--- config.mk ---
export PLATFORM = sky130hd
export DESIGN_NAME = flaw_alarm_gen
export DESIGN_NICKNAME = d
export VERILOG_FILES = /design/src/rtl/flaw_alarm_gen.sv
export SDC_FILE = /design/constraint.sdc
export NUM_CORES = 1
export LEC_CHECK = 0
export CORE_ASPECT_RATIO = 1.4
export CORE_MARGIN = 10
export CORE_UTILIZATION = 49
export CTS_CLUSTER_SIZE = 10
export DETAILED_ROUTE_END_ITERATION = 12
export MAX_ROUTING_LAYER = met4
export PLACE_DENSITY_LB_ADDON = 0.05
export SKIP_LAST_GASP = 1
export SYNTH_ARGS = -nofsm -noshare
export SYNTH_HDL_FRONTEND = slang
export SYNTH_SLANG_ARGS = --single-unit
--- constraint.sdc ---
create_clock -name clk -period 2.9 [get_ports clk]
set_clock_uncertainty 0.05 [all_clocks]
set_input_delay 0.58 -clock clk [delete_from_list [all_inputs] [get_ports clk]]
set_output_delay 0.58 -clock clk [all_outputs]
set_load 0.02 [all_outputs]
--- src/rtl/flaw_alarm_gen.sv ---
// Flaw alarm initiator: one-cycle alarm_en after HIT_CNT consecutive over-threshold samples in gate, then HOLDOFF dead cycles.
// Latency: alarm_en rises on the edge that samples the HIT_CNT-th hit. No backpressure; inputs ignored during FIRE/HOLDOFF.
// Optional macro PEAK_HOLD_EN enables the per-gate peak amplitude tracker on peak_amp.
module flaw_alarm_gen #(
   parameter int          DATA_W  = 12,
   parameter int          HIT_CNT = 4,
   parameter logic [31:0] HOLDOFF = 32'd100_000_100
) (
   input  logic              clk,
   input  logic              reset_n,
   input  logic              sample_valid,
   input  logic [DATA_W-1:0] sample_data,
   input  logic              gate_open,
   input  logic [DATA_W-1:0] threshold,
   output logic              alarm_en,
   output logic [15:0]       alarm_count,
   output logic [DATA_W-1:0] peak_amp
);

   localparam int          HC      = (HIT_CNT < 1) ? 1 : HIT_CNT;
   localparam int          CW      = $clog2(HC + 1);
   localparam logic [CW-1:0] HC_V  = CW'(HC);
   localparam logic [31:0] HO_LAST = (HOLDOFF == 32'd0) ? 32'd0 : HOLDOFF - 32'd1;

   typedef enum logic [1:0] {S_IDLE, S_ARMED, S_FIRE, S_HOLDOFF} state_t;

   state_t        r_state, w_state_nxt;
   logic [CW-1:0] r_hit_ctr, w_hit_ctr_nxt;
   logic [31:0]   r_ho_ctr, w_ho_ctr_nxt;
   logic          r_alarm_en;
   logic [15:0]   r_alarm_count;
   logic          w_over, w_hit, w_miss;

   assign w_over = sample_data > threshold;
   assign w_hit  = sample_valid & gate_open & w_over;
   assign w_miss = sample_valid & gate_open & ~w_over;

   // IDLE and ARMED evaluate samples identically, so the first gated cycle already counts
   always_comb begin
      w_state_nxt   = r_state;
      w_hit_ctr_nxt = r_hit_ctr;
      w_ho_ctr_nxt  = r_ho_ctr;
      case (r_state)
         S_IDLE, S_ARMED: begin
            if (!gate_open) begin
               w_state_nxt   = S_IDLE;
               w_hit_ctr_nxt = '0;
            end else if (w_hit) begin
               if (r_hit_ctr == HC_V - 1'b1) begin
                  w_state_nxt   = S_FIRE;
                  w_hit_ctr_nxt = HC_V;
               end else begin
                  w_state_nxt   = S_ARMED;
                  w_hit_ctr_nxt = r_hit_ctr + 1'b1;
               end
            end else if (w_miss) begin
               w_state_nxt   = S_ARMED;
               w_hit_ctr_nxt = '0;
            end else begin
               w_state_nxt   = S_ARMED;
            end
         end
         S_FIRE: begin
            w_state_nxt   = S_HOLDOFF;
            w_hit_ctr_nxt = '0;
            w_ho_ctr_nxt  = '0;
         end
         S_HOLDOFF: begin
            if (r_ho_ctr == HO_LAST) begin
               w_state_nxt  = S_IDLE;
               w_ho_ctr_nxt = '0;
            end else begin
               w_ho_ctr_nxt = r_ho_ctr + 32'd1;
            end
         end
         default: begin
            w_state_nxt   = S_IDLE;
            w_hit_ctr_nxt = '0;
            w_ho_ctr_nxt  = '0;
         end
      endcase
   end

   always_ff @(posedge clk or negedge reset_n) begin
      if (!reset_n) begin
         r_state       <= S_IDLE;
         r_hit_ctr     <= '0;
         r_ho_ctr      <= '0;
         r_alarm_en    <= 1'b0;
         r_alarm_count <= '0;
      end else begin
         r_state    <= w_state_nxt;
         r_hit_ctr  <= w_hit_ctr_nxt;
         r_ho_ctr   <= w_ho_ctr_nxt;
         r_alarm_en <= (w_state_nxt == S_FIRE);
         if ((w_state_nxt == S_FIRE) && (r_alarm_count != 16'hFFFF))
            r_alarm_count <= r_alarm_count + 16'd1;
      end
   end

   assign alarm_en    = r_alarm_en;
   assign alarm_count = r_alarm_count;

`ifdef PEAK_HOLD_EN
   logic              r_gate_d;
   logic [DATA_W-1:0] r_peak;
   logic              w_gate_rise;

   assign w_gate_rise = gate_open & ~r_gate_d;

   // Tracks regardless of FSM state so the peak survives HOLDOFF
   always_ff @(posedge clk or negedge reset_n) begin
      if (!reset_n) begin
         r_gate_d <= 1'b0;
         r_peak   <= '0;
      end else begin
         r_gate_d <= gate_open;
         if (w_gate_rise)
            r_peak <= sample_valid ? sample_data : '0;
         else if (gate_open && sample_valid && (sample_data > r_peak))
            r_peak <= sample_data;
      end
   end

   assign peak_amp = r_peak;
`else
   assign peak_amp = '0;
`endif

endmodule

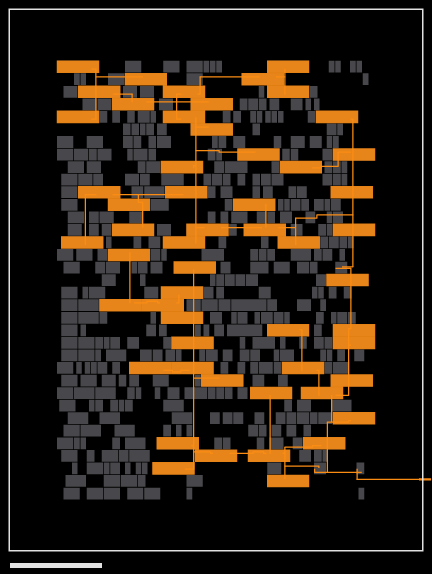
(run_1/io_fan.png)
Scale bar: 20 um.
`reset_n`: shown in orange, direction input, end cells 54, buffers 3, wire 463 um.

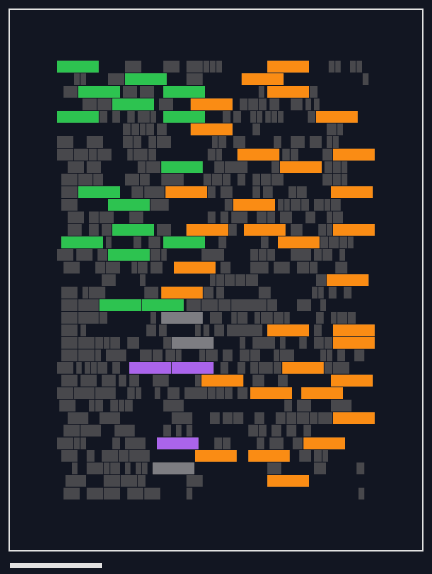
(run_1/flops_by_reg.png)
Scale bar: 20 um.
`alarm_count`: shown in green, placed flops 16. `r_hit_ctr`: shown in purple, placed flops 3. `r_ho_ctr`: shown in orange, placed flops 32.
Another 3 sequential cells are not coloured.

==> job_summary.md, run 1 <==
### Yosys + OpenROAD results

| Metric | Value |
|---|---|
| Critical Path AT | `2.73 ns` |
| Final WS setup | `~0.33 ns` |
| Root buffer cell | `clkbuf_8` |
| Post-synthesis adder-cell area fraction | `6.08%` |
| Sink Count | `between 50 and 60` |
| Worst vdd ir | `between 0.15 and 0.2 mV` |
| Drt total wl | `a little under 8 mm` |
| R2r endpoint | `r_ho_ctr[5]` |
| Placement Setup Slack | `-0.00923 ns` |
| Yosys Chip Area | `3290 sq um` |
| Crit start category | `primary input` |
| Sequential cell area | `1350 sq um` |
| Max stage delay on crit path | `0.46 ns` |
| Layout fillers | `594` |
| Gate Area | `roughly 1700 sq um` |
| DPL Wire Length | `between 5 and 6 mm` |
| Layout cell share with drive strength beyond 1 | `under 10%` |
| Fp util | `~50%` |
| Synthesized registers | `roughly 54` |
| Finished Cell Area | `between 3000 and 4000 sq um` |
| CP max FO | `5` |
| Worst-path cell chain | `clkdlybuf4s50_1 > inv_1 > ha_1 > nand4_1 > o41ai_1 > buf_4 > a311oi_1 > and2_1 > mux2_2` |
| Worst hold path type | `in2async` |
| Post-synth EDFFs | `0` |
| Main flop type | `dfrtp_1` |
| Final min period | `~2.6 ns` |
| Worst-path clk slew | `0.11 ns` |
| Fin. Hold Viols | `0` |
| Slew Limit Fails | `0` |
| Count of final setup violators | `0` |
| Num rows | `35` |
| Initial antenna violation count | `0` |
| Flop2flop setup slack | `around 0.36 ns` |
| Critical Path Sink | `alarm_count[1]` |
| Global-route wire length before repair | `between 10 and 15 mm` |
| Hold slack | `between 0.06 and 0.07 ns` |
| Mapped Cells | `369` |
| Final worst-path cycle share | `88.6%` |
| R2R depth | `7` |
| Top Layout Cells | `dfrtp_1, clkdlybuf4s50_1, nand2_1` |
| Delay-heaviest family, CP | `buffers and inverters` |
| Pleak | `about 1.8 nW` |
| CTS max path bufs | `2` |
| Main logic family after synthesis | `simple AND/OR/NAND/NOR gates` |
| CTS tree | `done` |
| Core ar. | `6570 sq um` |
| Mux share | `less than 1%` |
| Post-route core utilization | `roughly three fifths` |
| H-tree levels | `2` |
| Post-Syn Area | `approximately 3300 sq um` |
| Synth Area in Compound Gates | `16.0%` |
| Asr flop ratio synth | `100%` |
| Syn. warnings | `0` |
| Final std cells w/o fill | `between 400 and 500` |
| Vias in the first global route | `a little under 3k` |
| RSZ-0062 raised after global routing | `false` |
| Die Wd | `~89 um` |
| Clock Latency Late Sink | `between 0.3 and 0.4 ns` |
| Routed via count | `2882` |
| Synthesized area per cell | `a little under 9 sq um` |
| Setup bufs post-CTS | `0` |
| Status | `complete, no violations` |
| Register area share after synthesis | `about two fifths` |
| Worst r2r src | `r_ho_ctr[19]` |
| Yosys simple share | `approximately a quarter` |
| Routed wire per std cell | `15.6 um` |
| Total GRT Usage | `16.2%` |
| PD cells | `between 300 and 400 nW/um^2` |
| Port buffer count | `about 44` |
| Post-CTS sizing | `0` |
| Levels on crit path | `9` |
| IO Count | `57` |
| Nets | `about 470` |
| P&R area growth vs syn | `18.5%` |
| Die Span Y | `approximately 120 um` |
| # hold bufs at CTS | `0` |
| # DRC | `0` |
| Initial DRC count | `between 100 and 150` |
| Ant. Diodes | `0` |
| Yosys cell types | `approximately 47` |
| CP Launch Point | `threshold[9]` |
| Max-Cap Viols | `0` |
| Vias per cell | `slightly below 6` |
| Placement Cell Area | `3810 sq um` |
| Final GP Congestion | `approximately 0.80` |
| Gr ovfl total | `0` |
| Total die size | `between 10000 and 15000 sq um` |
| OpenROAD warnings | `26` |
| Placed Cells | `around 490` |
| Buf/Inv on CP | `3` |
| Pre-antenna DRT Iters | `4` |
| Largest net degree at the start of global routing | `30` |
| Setup TNS | `0 ns` |
| Number of nets with antenna violations after routing | `0` |
| Post-synthesis xor/xnor area fraction | `around 4.3%` |
| Yosys cell count | `between 300 and 400` |
| FMAX | `slightly below 400 MHz` |
| Tot Pwr | `around 1.3 mW` |
| Critical path data required time | `approximately 3.1 ns` |
| Critical-path top delay cell | `clkdlybuf4s50_1` |
| Crit. End Element | `register` |
| Most frequent logic cell in the layout | `dfrtp_1` |
| CP Class | `in2reg` |
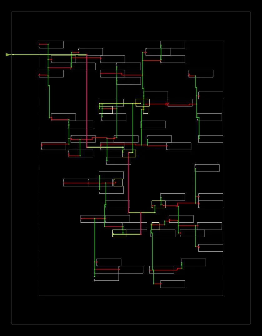
(run_1/clocks.png)
TritonCTS buffer count: 5
clock buffer count: 5

[run 1: cells in the mapped netlist (all sizes together) (2+ instances only)]
master,instances,area (sq um)
clkbuf,8,40.0
inv,18,67.6
a31oi,20,125
xnor2,15,131
a22o,2,17.5
nor3,8,40.0
nand2,39,146
ha,16,200
nor2b,2,12.5
o41ai,2,17.5
nor2,13,51.3
a21oi,11,55.1
and4,4,35.0
and3,16,105
nand3,28,140
buf,19,144
dfrtp,54,1350
nand4,19,119
nor4,4,40.0
and2,6,37.5
o31ai,3,36.3
nor4b,2,17.5
a41oi,2,17.5
o21ai,43,215
[run 1: kinds of logic (layout without fill, tap and decap cells)]
kind of cell,Yosys count,after routing
AND/OR/NAND/NOR,147,147
AND-OR/OR-AND,88,88
flip-flops,54,54
buffers and inverters,45,87
adder cells (fa/ha/maj),16,16
XOR/XNOR,16,16
multiplexers,2,2
other,1,12
[run 1: cell type report]
cell class / count / area share, %
repair buffers: 61 / 14.4
flip-flops and latches: 54 / 34.6
multi-input cells: 281 / 44.5
well taps: 74 / 2.37
inverters: 18 / 1.73
clock inverters: 3 / 0.545
clock buffers: 5 / 1.76
[run 1: layer usage]
metal | global-route usage (%) | routed length [um] | vias to the layer above
li1 | - | - | 1428
met1 | 18.4 | 3300 | 1378
met2 | 28.3 | 4020 | 66
met3 | 3.12 | 307 | 10
met4 | 4.57 | 104 | 0
met5 | - | 0 | -
[run 1: sequential cells by signal, indices dropped and copies added, names as in the netlist]
name,cells
alarm_count,16
r_state,2
alarm_en,1
r_hit_ctr,3
r_ho_ctr,32
[run 1: where the power goes]
group | total, mW | switching, mW | internal, mW
combinational | 0.106 | 0.0566 | 0.0494
clock | 0.428 | 0.257 | 0.170
sequential | 0.752 | 0 | 0.752
## Run 2: what changed since run 1
--- a/config.mk
+++ b/config.mk
@@ -5,6 +5,7 @@
 export SDC_FILE = /design/constraint.sdc
 export NUM_CORES = 1
 export LEC_CHECK = 0
+export ABC_CLOCK_PERIOD_IN_PS = 2900
 export CORE_ASPECT_RATIO = 1.4
 export CORE_MARGIN = 10
 export CORE_UTILIZATION = 49
@@ -16,3 +17,4 @@
 export SYNTH_ARGS = -nofsm -noshare
 export SYNTH_HDL_FRONTEND = slang
 export SYNTH_SLANG_ARGS = --single-unit
+export TNS_END_PERCENT = 1
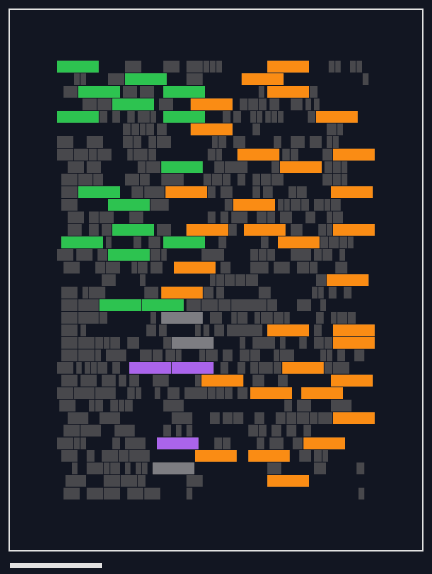
(run_2/flops_by_reg.png)
Scale bar: 20 um.
`alarm_count`: shown in green, placed flops 16. `r_hit_ctr`: shown in purple, placed flops 3. `r_ho_ctr`: shown in orange, placed flops 32.

==> job_summary.md, run 2 <==
### Yosys + OpenROAD results

| Metric | Value |
|---|---|
| Post-synth top cells | `dfrtp_1, nand2_1, nand3_1` |
| IO Count | `57 (unchanged)` |
| OpenROAD warnings | `26 (unchanged)` |
| Vias per cell | `5.81 (unchanged)` |
| Yosys Chip Area | `3290 sq um (unchanged)` |
| Register bank with the most flops | `r_ho_ctr` |
| Gate Area | `1740 sq um (unchanged)` |
| Final GP Congestion | `0.802 (unchanged)` |
| P_sw | `0.314 mW (unchanged)` |
| Critical path data required time | `3.06 ns (about the same)` |
| Finished Cell Area | `3900 sq um (unchanged)` |
| Initial antenna violation count | `0 (unchanged)` |
| Met3 Use GR | `3.12% (unchanged)` |
| P_seq | `0.752 mW (about the same)` |
| Slew Limit Fails | `0 (unchanged)` |
| Internal power | `0.972 mW (unchanged)` |
| Main flop type | `dfrtp_1` |
| Synthesized registers | `54 (unchanged)` |
| Layout cell share with drive strength beyond 1 | `9.24% (unchanged)` |
| Max stage delay on crit path | `0.46 ns (about the same)` |
| Core ar. | `6570 sq um (unchanged)` |
| Final std cells w/o fill | `496 (unchanged)` |
| Mapped Cells | `369 (unchanged)` |
| Clock network power share | `33.2% (about the same)` |
| Largest net degree at the start of global routing | `30 (unchanged)` |
| Worst vdd ir | `0.188 mV (unchanged)` |
| TritonCTS buffer count | `5 (unchanged)` |
| Die Wd | `89.3 um (unchanged)` |
| Gr ovfl total | `0 (unchanged)` |
| Sink Count | `54 (unchanged)` |
| Top cells, area | `dfrtp_1, ha_1, nand2_1` |
| Post-synth EDFFs | `0 (unchanged)` |
| Pre-antenna DRT Iters | `4 (unchanged)` |
| P&R area growth vs syn | `18.5% (unchanged)` |
| Layout fillers | `594 (unchanged)` |
| Drt total wl | `7.74 mm (unchanged)` |
| Root buffer cell | `clkbuf_8` |
| Asr flop ratio synth | `100% (unchanged)` |
| Met1 usage | `18.4% (unchanged)` |
| Max-Cap Viols | `0 (unchanged)` |
| Syn. warnings | `0 (unchanged)` |
| Final min period | `2.57 ns (unchanged)` |
| Leading area contributor after synthesis | `dfrtp_1` |
| Worst r2r src | `r_ho_ctr[19]` |
| Post-Syn Area | `3290 sq um (unchanged)` |
| CP Class | `in2reg` |
| Setup bufs post-CTS | `0 (unchanged)` |
| Post-synthesis xor/xnor area fraction | `4.26% (unchanged)` |
| Ant. Diodes | `0 (unchanged)` |
| Initial DRC count | `106 (unchanged)` |
| Buf/Inv on CP | `3 (unchanged)` |
| Clock Latency Late Sink | `0.32 ns (about the same)` |
| Delay-heaviest family, CP | `buffers and inverters` |
| Mux share | `0.646% (unchanged)` |
| Hold slack | `0.0609 ns (unchanged)` |
| Worst-path cell chain | `clkdlybuf4s50_1 > inv_1 > ha_1 > nand4_1 > o41ai_1 > buf_4 > a311oi_1 > and2_1 > mux2_2` |
| Main logic family after synthesis | `simple AND/OR/NAND/NOR gates` |
| # hold bufs at CTS | `0 (unchanged)` |
| Total GRT Usage | `16.2% (unchanged)` |
| Combinational share of power | `8.2% (about the same)` |
| DPL Wire Length | `5.83 mm (unchanged)` |
| Sequential cell area | `1350 sq um (unchanged)` |
| Routed wire per std cell | `15.6 um (unchanged)` |
| Sw Ratio | `24.4% (unchanged)` |
| Placed Cells | `488 (unchanged)` |
| Crit. End Element | `register` |
| Die Span Y | `117 um (unchanged)` |
| Worst hold path type | `in2async` |
| Synth Area in Compound Gates | `16.0% (unchanged)` |
| Register area share after synthesis | `41.0% (unchanged)` |
| Num rows | `35 (unchanged)` |
| # DRC | `0 (unchanged)` |
| Port buffer count | `44 (unchanged)` |
| Count of final setup violators | `0 (unchanged)` |
| Total combinational power | `0.106 mW (about the same)` |
| Nets | `465 (unchanged)` |
| Routed via count | `2882 (unchanged)` |
| CP max FO | `5 (unchanged)` |
| Global-route wire length before repair | `13.5 mm (unchanged)` |
| Max reg flops | `32 (unchanged)` |
| Yosys simple share | `24.2% (unchanged)` |
| Synthesized area per cell | `8.92 sq um (unchanged)` |
| Total die size | `10400 sq um (unchanged)` |
| FMAX | `389 MHz (unchanged)` |
| Fp util | `50.1% (unchanged)` |
| Pleak | `1.75 nW (unchanged)` |
| CTS tree | `done` |
| Critical Path AT | `2.73 ns (about the same)` |
| Status | `complete, no violations` |
| Top Layout Cells | `dfrtp_1, clkdlybuf4s50_1, nand2_1` |
| Final worst-path cycle share | `88.6% (unchanged)` |
| P_clk | `0.428 mW (about the same)` |
| PD cells | `330 nW/um^2 (unchanged)` |
| Vias in the first global route | `2969 (unchanged)` |
| Fin. Hold Viols | `0 (unchanged)` |
| H-tree levels | `2 (unchanged)` |
| Highest-power group | `registers` |
| Number of nets with antenna violations after routing | `0 (unchanged)` |
| Worst-path clk slew | `0.11 ns (about the same)` |
| Reg power frac | `58.5% (about the same)` |
| Critical-path top delay cell | `clkdlybuf4s50_1` |
| RSZ-0062 raised after global routing | `false` |
| Max-area cell share | `41.0% (unchanged)` |
| Post-synthesis adder-cell area fraction | `6.08% (unchanged)` |
| Placement Cell Area | `3810 sq um (unchanged)` |
| Most frequent logic cell in the layout | `dfrtp_1` |
| CTS max path bufs | `2 (unchanged)` |
| Yosys cell types | `47 (unchanged)` |
| Post-CTS sizing | `0 (unchanged)` |
| GR peak layer | `met2` |
| Crit start category | `primary input` |
| CP Launch Point | `threshold[9]` |
| Met2 GRT Util | `28.3% (unchanged)` |
| Top-count cell post-synth | `dfrtp_1` |
| Yosys cell count | `369 (unchanged)` |
-- run 2: cell counts in the layout (fill, tap and decap cells not counted) --
Identical to the previous run, type by type.
-- run 2: layer usage --
layer	up-vias	routed length, um
li1	1428	-
met1	1378	3300
met2	66	4020
met3	10	307
met4	0	104
met5	-	0
-- run 2: cells by family (layout without fill, tap and decap cells) --
kind of cell	Yosys count	after routing
AND/OR/NAND/NOR	147	147
adder cells (fa/ha/maj)	16	16
other	1	12
flip-flops	54	54
AND-OR/OR-AND	88	88
multiplexers	2	2
buffers and inverters	45	87
XOR/XNOR	16	16
-- run 2: area by class of cell --
class / count / area share [%]
clock buffer: 5 / 1.76
multi-input combinational: 281 / 44.5
clock inverter: 3 / 0.545
sequential: 54 / 34.6
inverter: 18 / 1.73
timing repair buffer: 61 / 14.4
tap: 74 / 2.37
-- run 2: metrics by stage --
| step | worst slack, ns | utilization (%) | setup TNS, ns | total power [mW] |
|---|---|---|---|---|
| 2_1_floorplan | 0.323 | - | 0 | 0.823 |
| 3_3_place_gp | 0.0562 | 58.0 | 0 | 0.871 |
| 3_5_place_dp | -0.00923 | 58.0 | -0.00923 | 0.874 |
| 4_1_cts | 0.327 | 59.4 | 0 | 1.30 |
| 5_1_grt | 0.201 | 59.4 | 0 | 1.35 |
| 6_report | 0.331 | 59.4 | 0 | 1.29 |
-- run 2: final timing paths --
check / slack (ns) / depth (start not counted) / endpoint
setup / recovery: 0.33 / 9 / alarm_count[1]
hold / removal: 0.06 / 1 / r_ho_ctr[1]
setup reg to reg: 0.36 / 7 / r_ho_ctr[5]
hold reg to reg: 0.42 / 1 / r_ho_ctr[22]
max in group asynchronous: 2.11 / 2 / r_ho_ctr[15]
min in group clk: 0.42 / 1 / r_ho_ctr[22]
## Run 3: what changed since run 2
==> constraint.sdc (replaced) <==
create_clock -name clk -period 2.9 [get_ports clk]
set_clock_uncertainty 0.05 [all_clocks]
set_input_delay 0.58 -clock clk [delete_from_list [all_inputs] [get_ports clk]]
set_output_delay 0.58 -clock clk [all_outputs]
set_load 0.005 [all_outputs]
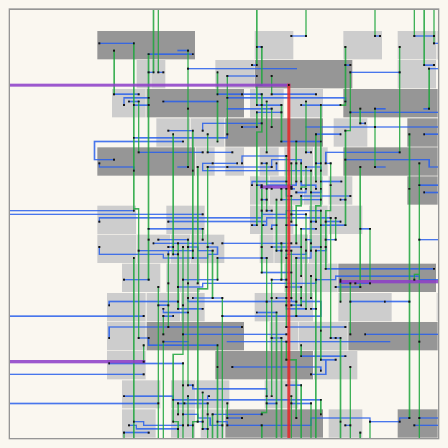
(run_3/detail.png)
Window x 2 to 42, y 68 to 108 um. Cells in grey, sequential cells in the stronger grey; small squares are vias.
metal 1: shown in blue. metal 3: shown in purple. metal 4: shown in red. metal 2: shown in green.
Sequential cells in the window: 12. Netlist names of flops here include `alarm_count` (11), `r_ho_ctr` (1). Most frequent: clkdlybuf4s50_1 (13), dfrtp_1 (12), xnor2_1 (11). 71 logic cells have their middle in the window.

==> job_summary.md, run 3 <==
### Yosys + OpenROAD results

| Metric | Value |
|---|---|
| Layout fillers | `594 (unchanged)` |
| Met1 WL | `3.30 mm (unchanged)` |
| Synthesized registers | `54 (unchanged)` |
| Routed via count | `2882 (unchanged)` |
| Hold slack | `0.0609 ns (unchanged)` |
| Sink Count | `54 (unchanged)` |
| Count of final setup violators | `0 (unchanged)` |
| WL met2 | `4.02 mm (unchanged)` |
| Worst vdd ir | `0.188 mV (about the same)` |
| Asr flop ratio synth | `100% (unchanged)` |
| Placed Cells | `488 (unchanged)` |
| Drt total wl | `7.74 mm (unchanged)` |
| R2R depth | `7 (unchanged)` |
| Status | `complete, no violations` |
| Layout cell share with drive strength beyond 1 | `9.24% (unchanged)` |
| CTS max path bufs | `2 (unchanged)` |
| Critical Path AT | `2.73 ns (about the same)` |
| Register bank with the most flops | `r_ho_ctr` |
| Num rows | `35 (unchanged)` |
| Met3 Use GR | `3.12% (unchanged)` |
| Pleak | `1.75 nW (unchanged)` |
| Levels on crit path | `9 (unchanged)` |
| CP max FO | `5 (unchanged)` |
| DR top layer | `met4` |
| Total GRT Usage | `16.2% (unchanged)` |
| Met2 GRT Util | `28.3% (unchanged)` |
| Internal power | `0.972 mW (unchanged)` |
| Critical-path top delay cell | `clkdlybuf4s50_1` |
| Nets | `465 (unchanged)` |
| Yosys Chip Area | `3290 sq um (unchanged)` |
| Root buffer cell | `clkbuf_8` |
| Post-Syn Area | `3290 sq um (unchanged)` |
| Most frequent logic cell in the layout | `dfrtp_1` |
| Crit. End Element | `register` |
| Syn. warnings | `0 (unchanged)` |
| P&R area growth vs syn | `18.5% (unchanged)` |
| IO Count | `57 (unchanged)` |
| # hold bufs at CTS | `0 (unchanged)` |
| Critical Path Sink | `alarm_count[1]` |
| Final worst-path cycle share | `88.6% (unchanged)` |
| Initial DRC count | `106 (unchanged)` |
| Final GP Congestion | `0.802 (unchanged)` |
| OpenROAD warnings | `26 (unchanged)` |
| Mapped Cells | `369 (unchanged)` |
| Initial antenna violation count | `0 (unchanged)` |
| DPL Wire Length | `5.83 mm (unchanged)` |
| Fin. Hold Viols | `0 (unchanged)` |
| Max-Cap Viols | `0 (unchanged)` |
| Flop2flop setup slack | `0.36 ns (about the same)` |
| Post-synth top cells | `dfrtp_1, nand2_1, nand3_1` |
| Critical path data required time | `3.06 ns (about the same)` |
| R2r endpoint | `r_ho_ctr[5]` |
| Final min period | `2.57 ns (unchanged)` |
| FMAX | `389 MHz (unchanged)` |
| P_sw | `0.304 mW (-3.2%)` |
| Setup bufs post-CTS | `0 (unchanged)` |
| Largest net degree at the start of global routing | `30 (unchanged)` |
| RSZ-0062 raised after global routing | `false` |
| Clock network power share | `33.5% (+0.3 points)` |
| Post-CTS sizing | `0 (unchanged)` |
| CTS tree | `done` |
| Leading area contributor after synthesis | `dfrtp_1` |
| Die Wd | `89.3 um (unchanged)` |
| CP Class | `in2reg` |
| Max stage delay on crit path | `0.46 ns (about the same)` |
| Yosys cell types | `47 (unchanged)` |
| Met1 usage | `18.4% (unchanged)` |
| Worst hold path type | `in2async` |
| Buf/Inv on CP | `3 (unchanged)` |
| Global-route wire length before repair | `13.5 mm (unchanged)` |
| Delay-heaviest family, CP | `buffers and inverters` |
| Sw Ratio | `23.8% (-0.60 points)` |
| # DRC | `0 (unchanged)` |
| Combinational share of power | `7.5% (-0.7 points)` |
| Fp util | `50.1% (unchanged)` |
| Total die size | `10400 sq um (unchanged)` |
| Worst-path clk slew | `0.11 ns (about the same)` |
| Crit start category | `primary input` |
| Slew Limit Fails | `0 (unchanged)` |
| GR peak layer | `met2` |
| Register area share after synthesis | `41.0% (unchanged)` |
| PD cells | `327 nW/um^2 (-0.78%)` |
| Worst-path cell chain | `clkdlybuf4s50_1 > inv_1 > ha_1 > nand4_1 > o41ai_1 > buf_4 > a311oi_1 > and2_1 > mux2_2` |
| Worst r2r src | `r_ho_ctr[19]` |
| Pre-antenna DRT Iters | `4 (unchanged)` |
| Number of nets with antenna violations after routing | `0 (unchanged)` |
| Gr ovfl total | `0 (unchanged)` |
| Top Layout Cells | `dfrtp_1, clkdlybuf4s50_1, nand2_1` |
| Routed wire per std cell | `15.6 um (unchanged)` |
| Top cells, area | `dfrtp_1, ha_1, nand2_1` |
| Core ar. | `6570 sq um (unchanged)` |
| Max-area cell share | `41.0% (unchanged)` |
| Synthesized area per cell | `8.92 sq um (unchanged)` |
| Ant. Diodes | `0 (unchanged)` |
| CP Launch Point | `threshold[9]` |
| TritonCTS buffer count | `5 (unchanged)` |
| Port buffer count | `44 (unchanged)` |
| H-tree levels | `2 (unchanged)` |
| Yosys cell count | `369 (unchanged)` |
| WL met3 | `307 um (unchanged)` |
| Max reg flops | `32 (unchanged)` |
| Vias in the first global route | `2969 (unchanged)` |
| Final std cells w/o fill | `496 (unchanged)` |
| Vias per cell | `5.81 (unchanged)` |
| Main flop type | `dfrtp_1` |
| Post-synth EDFFs | `0 (unchanged)` |
| Reg power frac | `59.0% (+0.5 points)` |
| Top-count cell post-synth | `dfrtp_1` |
| Clock Latency Late Sink | `0.32 ns (about the same)` |
| Die Span Y | `117 um (unchanged)` |
[run 3: cell counts in the layout (fill, tap and decap cells not counted)]
Identical to the previous run, type by type.
[run 3: metrics by stage]
| step | TNS (ns) | worst slack [ns] | utilization (%) | power (mW) | instance area [sq um] |
|---|---|---|---|---|---|
| after floorplan | 0 | 0.323 | - | 0.813 | 3330 |
| after global placement | 0 | 0.0562 | 58.0 | 0.861 | 3810 |
| after detailed placement | -0.00923 | -0.00923 | 58.0 | 0.864 | 3810 |
| after CTS | 0 | 0.327 | 59.4 | 1.29 | 3900 |
| after global routing | 0 | 0.201 | 59.4 | 1.34 | 3900 |
| final | 0 | 0.331 | 59.4 | 1.28 | 3900 |
[run 3: logic make-up after synthesis]
logic type                 Yosys count  synth area share [%]
AOI/OAI and AO/OA                   88                  16.0
xor gates and xnor gates            16                  4.26
adders and majority gates           16                  6.08
buffers and inverters               45                  7.64
DFF                                 54                  41.0
muxes                                2                 0.646
other                                1                 0.114
and+or+nand+nor                    147                  24.2
[run 3: layout make-up]
type                       count  area [sq um]  area share (%)
multi-input combinational    281          1740            44.5
sequential                    54          1350            34.6
timing repair buffer          61           563            14.4
tap                           74          92.6            2.37
clock buffer                   5          68.8            1.76
inverter                      18          67.6            1.73
clock inverter                 3          21.3           0.545
[run 3: power by group through the flow]
stage | Sequential, mW | Clock [mW] | Combinational (mW)
3_5_place_dp | 0.767 | 0 | 0.0967
4_1_cts | 0.752 | 0.441 | 0.0971
5_1_grt | 0.753 | 0.481 | 0.109
6_report | 0.752 | 0.428 | 0.0960
3_3_place_gp | 0.767 | 0 | 0.0941
2_1_floorplan | 0.767 | 0 | 0.0452
No activity file was given, so power comes from the tool's default toggle rates.
